[src/rtl/serial_deser_rx.sv]
// Serial frame receiver: start bit, DATA_W data bits LSB first, stop bit, sampled on enable strobes.
// Optional even parity bit between data and stop when SERIAL_DESER_RX_PARITY_EN is defined.
module serial_deser_rx #(
  parameter int DATA_W = 4
) (
  input  logic              clock,
  input  logic              reset,
  input  logic              enable,
  input  logic              serialin,
  input  logic              readack,
  input  logic              clearerr,
  output logic [DATA_W-1:0] parallelout,
  output logic              dataready,
  output logic              busy,
  output logic              frameerr,
  output logic              overrun,
  output logic              parityerr
);

  localparam int CW = $clog2(DATA_W + 1);

  typedef enum logic [1:0] {
    IDLE   = 2'd0,
    DATA   = 2'd1,
    PARITY = 2'd2,
    STOP   = 2'd3
  } state_t;

  state_t            state, state_nxt;
  logic [DATA_W-1:0] sh, sh_nxt;
  logic [CW-1:0]     cnt, cnt_nxt;
  logic [DATA_W-1:0] pout_nxt;
  logic              rdy_nxt;
  logic              ferr_nxt;
  logic              ovr_nxt;
  logic              load;
  logic              set_ferr;
  logic              set_ovr;
  logic              set_perr;
  logic              par_ok;

`ifdef SERIAL_DESER_RX_PARITY_EN
  logic perr_q, perr_nxt;
  logic par_bad, par_bad_nxt;

  assign par_ok    = ~par_bad;
  assign parityerr = perr_q;
`else
  assign par_ok    = 1'b1;
  assign parityerr = 1'b0;
`endif

  assign busy = (state != IDLE);

  always_comb begin
    state_nxt = state;
    sh_nxt    = sh;
    cnt_nxt   = cnt;
    pout_nxt  = parallelout;
    rdy_nxt   = dataready;
    load      = 1'b0;
    set_ferr  = 1'b0;
    set_ovr   = 1'b0;
    set_perr  = 1'b0;
`ifdef SERIAL_DESER_RX_PARITY_EN
    par_bad_nxt = par_bad;
`endif

    if (enable) begin
      case (state)
        IDLE: begin
          if (!serialin) begin
            state_nxt = DATA;
            cnt_nxt   = '0;
          end
        end
        DATA: begin
          sh_nxt  = {serialin, sh[DATA_W-1:1]};
          cnt_nxt = cnt + CW'(1);
          if (cnt == CW'(DATA_W - 1)) begin
`ifdef SERIAL_DESER_RX_PARITY_EN
            state_nxt = PARITY;
`else
            state_nxt = STOP;
`endif
          end
        end
`ifdef SERIAL_DESER_RX_PARITY_EN
        PARITY: begin
          // Even parity: data bits plus parity bit must XOR to zero.
          par_bad_nxt = ^{sh, serialin};
          set_perr    = ^{sh, serialin};
          state_nxt   = STOP;
        end
`endif
        STOP: begin
          state_nxt = IDLE;
          if (!serialin) begin
            set_ferr = 1'b1;
          end else if (par_ok) begin
            if (!dataready || readack) begin
              load = 1'b1;
            end else begin
              set_ovr = 1'b1;
            end
          end
        end
        default: state_nxt = IDLE;
      endcase
    end

    // A completing word takes priority over a plain acknowledge.
    if (load) begin
      pout_nxt = sh;
      rdy_nxt  = 1'b1;
    end else if (readack && dataready) begin
      rdy_nxt  = 1'b0;
    end

    ferr_nxt = set_ferr | (frameerr & ~clearerr);
    ovr_nxt  = set_ovr  | (overrun  & ~clearerr);
`ifdef SERIAL_DESER_RX_PARITY_EN
    perr_nxt = set_perr | (perr_q & ~clearerr);
`endif
  end

  always_ff @(posedge clock) begin
    if (reset) begin
      state       <= IDLE;
      sh          <= '0;
      cnt         <= '0;
      parallelout <= '0;
      dataready   <= 1'b0;
      frameerr    <= 1'b0;
      overrun     <= 1'b0;
`ifdef SERIAL_DESER_RX_PARITY_EN
      perr_q      <= 1'b0;
      par_bad     <= 1'b0;
`endif
    end else begin
      state       <= state_nxt;
      sh          <= sh_nxt;
      cnt         <= cnt_nxt;
      parallelout <= pout_nxt;
      dataready   <= rdy_nxt;
      frameerr    <= ferr_nxt;
      overrun     <= ovr_nxt;
`ifdef SERIAL_DESER_RX_PARITY_EN
      perr_q      <= perr_nxt;
      par_bad     <= par_bad_nxt;
`endif
    end
  end

`ifndef SERIAL_DESER_RX_PARITY_EN
  logic unused_perr;
  assign unused_perr = set_perr;
`endif

endmodule

[config.mk]
export PLATFORM = sky130hd
export DESIGN_NAME = serial_deser_rx
export DESIGN_NICKNAME = d
export VERILOG_FILES = /design/src/rtl/serial_deser_rx.sv
export SDC_FILE = /design/constraint.sdc
export NUM_CORES = 1
export LEC_CHECK = 0
export ABC_CLOCK_PERIOD_IN_PS = 3700
export CORE_MARGIN = 2
export CORE_UTILIZATION = 55
export CTS_BUF_LIST = sky130_fd_sc_hd__clkbuf_4 sky130_fd_sc_hd__clkbuf_8
export CTS_CLUSTER_DIAMETER = 50
export DETAILED_ROUTE_END_ITERATION = 7
export GPL_ROUTABILITY_DRIVEN = 0
export PLACE_DENSITY = 0.95
export SLEW_MARGIN = 15
export SYNTH_ARGS = -nofsm -noshare
export SYNTH_HDL_FRONTEND = slang
export SYNTH_SLANG_ARGS = --single-unit
[constraint.sdc]
create_clock -name clock -period 3.7 [get_ports clock]
set_input_delay 0.555 -clock clock [delete_from_list [all_inputs] [get_ports clock]]
set_output_delay 0.555 -clock clock [all_outputs]
set_load 0.02 [all_outputs]
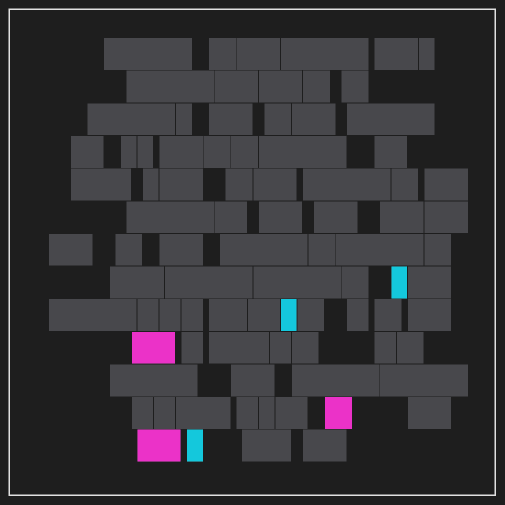
(images/logic_types.png)
(12 px per um)
Key: inv cells = cyan [cells 3, most used inv_1]; and/or cells = magenta [cells 3, most used or4b_1]

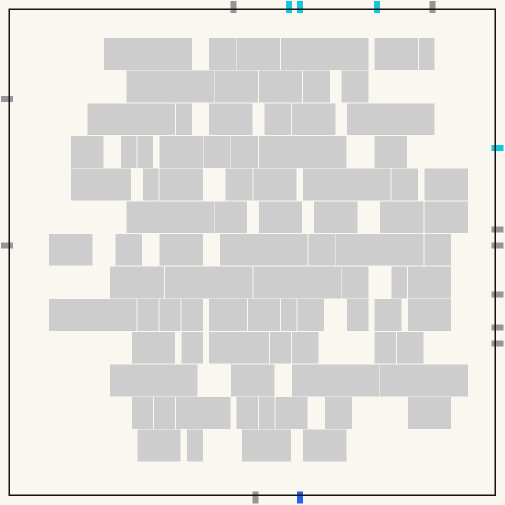
(images/io_placement.png)
(12 px per um) Pins as bars across the die edge, other pins in grey.
Key: `busy` = blue [pins 1, direction output, edge bottom]; `parallelout` = cyan [pins 4, direction output, edge 3 top, 1 right]
All pins by edge: 6 right, 5 top, 2 bottom, 2 left.

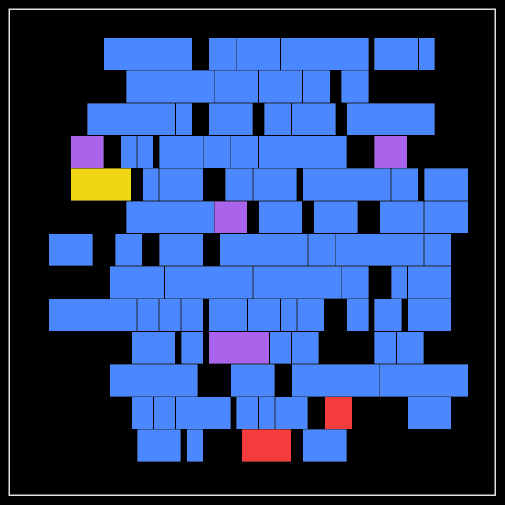
(images/sizes.png)
(12 px per um)
Key: _3 and _4 cells = purple [cells 4, share 4.7%]; _2 cells = red [cells 2, share 2.3%]; _6 and larger = yellow [cells 1, share 1.2%]; _0 and _1 cells = blue [cells 79, share 92%]

==> GITHUB_STEP_SUMMARY <==
## Synthesis and layout report

| Metric | Value |
|---|---|
| Nets@finish | `95` |
| Slew Viols, Final | `0` |
| Critical path depth | `2` |
| Critical path, cell by cell | `or2_2 -> clkdlybuf4s50_1` |
| CP max stage cell | `clkdlybuf4s50_1` |
| Seq pwr share | `0.567` |
| Global route total overflow | `0` |
| Adder Area Share | `0.0344` |
| Hold buffers post-CTS | `0` |
| Combinational gate area | `353 um^2` |
| Max-slew headroom | `0.608` |
| Clk tree area frac | `0.0417` |
| Late-Pin Clk Latency | `0.28 ns` |
| Critical path buffers and inverters | `1` |
| Non-CTS inverters | `3` |
| Reg2reg end | `cnt[2]` |
| PnR worst setup slack | `between 1.5 and 2 ns` |
| Mapped Avg Cell Area | `roughly 9.6 um^2` |
| Vias per Instance | `5.14` |
| Combinational Power | `approximately 0.022 mW` |
| CTS H-tree depth | `1` |
| CTS tree | `built` |
| Commonest Layout Cell | `dfxtp_1` |
| Number of non-clock buffers in the layout | `13` |
| Diode count | `0` |
| Remaining DRCs | `0` |
| XOR-XNOR Cells, Area Fraction | `0` |
| Int Power | `0.245 mW` |
| Reg-to-Reg Start | `cnt[0]` |
| YS chip area | `around 730 um^2` |
| M2 GR Usage | `0.270` |
| Distinct lib cells | `24` |
| Comb pwr share | `0.071` |
| Largest Pwr Group | `registers` |
| Post-route cell area | `a little under 900 um^2` |
| Top area cell types | `dfxtp_1 (44%), mux2i_1 (11%), nand2b_1 (8.6%)` |
| Dominant cell area share | `0.440` |
| Placed inst area | `833 um^2` |
| HP Start | `frameerr` |
| Clock Power | `about 0.11 mW` |
| Worst IR Drop VDD | `~0.30 mV` |
| Synth Cell Area | `around 730 um^2` |
| Largest net degree at the start of global routing | `21` |
| Count leader, synth | `dfxtp_1` |
| Synth flops | `16` |
| CTS max path bufs | `2` |
| Top class by area | `multi-input combinational cells` |
| Seq share, synth | `0.440` |
| Met1 GRT Util | `0.207` |
| Setup violators final | `0` |
| Post-synth top area cell | `dfxtp_1` |
| Met1 wire length | `about 540 um` |
| Cell Count, Final, Fillers Out | `101` |
| Most instantiated cells after synthesis | `dfxtp_1 (16), nand2b_1 (10), mux2i_1 (8)` |
| Max Clk Rate | `between 400 and 500 MHz` |
| Worst-path clk slew | `about 0.09 ns` |
| Type of the worst setup path | `register to output pin` |
| Die X | `slightly above 40 um` |
| Wirelength, routed | `roughly 1100 um` |
| Share of layout cells above drive strength 1 | `0.0814` |
| HPWL reported at the end of detailed placement | `about 800 um` |
| P&R area growth vs syn | `19.4%` |
| FFs w/ async S/R, synth | `0` |
| Dominant flop cell | `dfxtp_1` |
| Setup TNS | `0 ns` |
| Flop area | `about 320 um^2` |
| Fin Hold WS | `roughly 0.47 ns` |
| Flip-flops with a built-in enable | `0` |
| Logic Gate Count | `50` |
| Post-route clock period utilization | `0.570` |
| Crit path launch type | `register` |
| First-pass GRT wire length | `about 1800 um` |
| Cells after synthesis | `approximately 76` |
| Seq/total area | `0.368` |
| Total die size | `around 0.0016 mm^2` |
| Top Layout Cells | `dfxtp_1 (16), clkdlybuf4s50_1 (13), nand2b_1 (10)` |
| CTS buffer count | `3` |
| CP endpoint kind | `output pin` |
| Area fraction in compound gates | `0.0808` |
| ANT nets after route | `0` |
| Clock power share | `0.362` |
| Final Hold Fails | `0` |
| PD cells | `approximately 360 mW/mm^2` |
| Worst path arrival time | `~1.6 ns` |
| Routed len/inst | `11.1 um` |
| Sink Count | `16` |
| Gr busiest metal | `met2` |
| CP max FO | `10` |
| Top Registers | `parallelout x4, sh x4, cnt x3` |
| Worst setup startpoint | `state[0]` |
| Via count | `slightly above 500` |
| Hold Crit Class | `register to register` |
| Post_cts resized | `0` |
| Non-clock buffer share of cell area | `0.150` |
| # clk buffers | `4` |
| Core Box Area | `~0.0013 mm^2` |
| Flip-flops | `16` |
| Antenna violations before repair | `0` |
| Simple share | `0.239` |
| Total power | `between 0.3 and 0.4 mW` |
| Worst Setup EP | `busy` |
| Dominant comb cell | `simple AND/OR/NAND/NOR gates` |
| Mux frac, synth | `0.125` |
| Metal3 WL | `a little under 70 um` |
| Vias in the first global route | `around 450` |
| Psw | `around 0.066 mW` |
| Cell family contributing the most delay on the critical path | `buffers and inverters` |
| Syn Nets | `84` |
| Tap cells | `15` |
| Cell count after placement | `between 90 and 100` |
| Status | `completed` |
| # fillers | `~98` |
| Root Buffer | `clkbuf_4` |
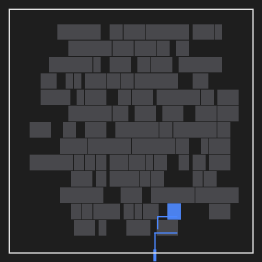
(images/io_fan.png)
(6 px per um)
Key: `busy` = blue [bits 1, direction output, edge bottom, end cells 1, buffers 1, wire 11.8 um]
IO Pins: 15
port bufs: 13

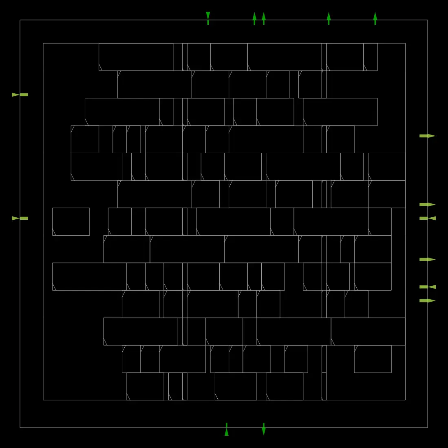
(images/placement.png)
Std-Cell Rows: 13
fin util: 0.685

Power is estimated from default activity; no workload was simulated.
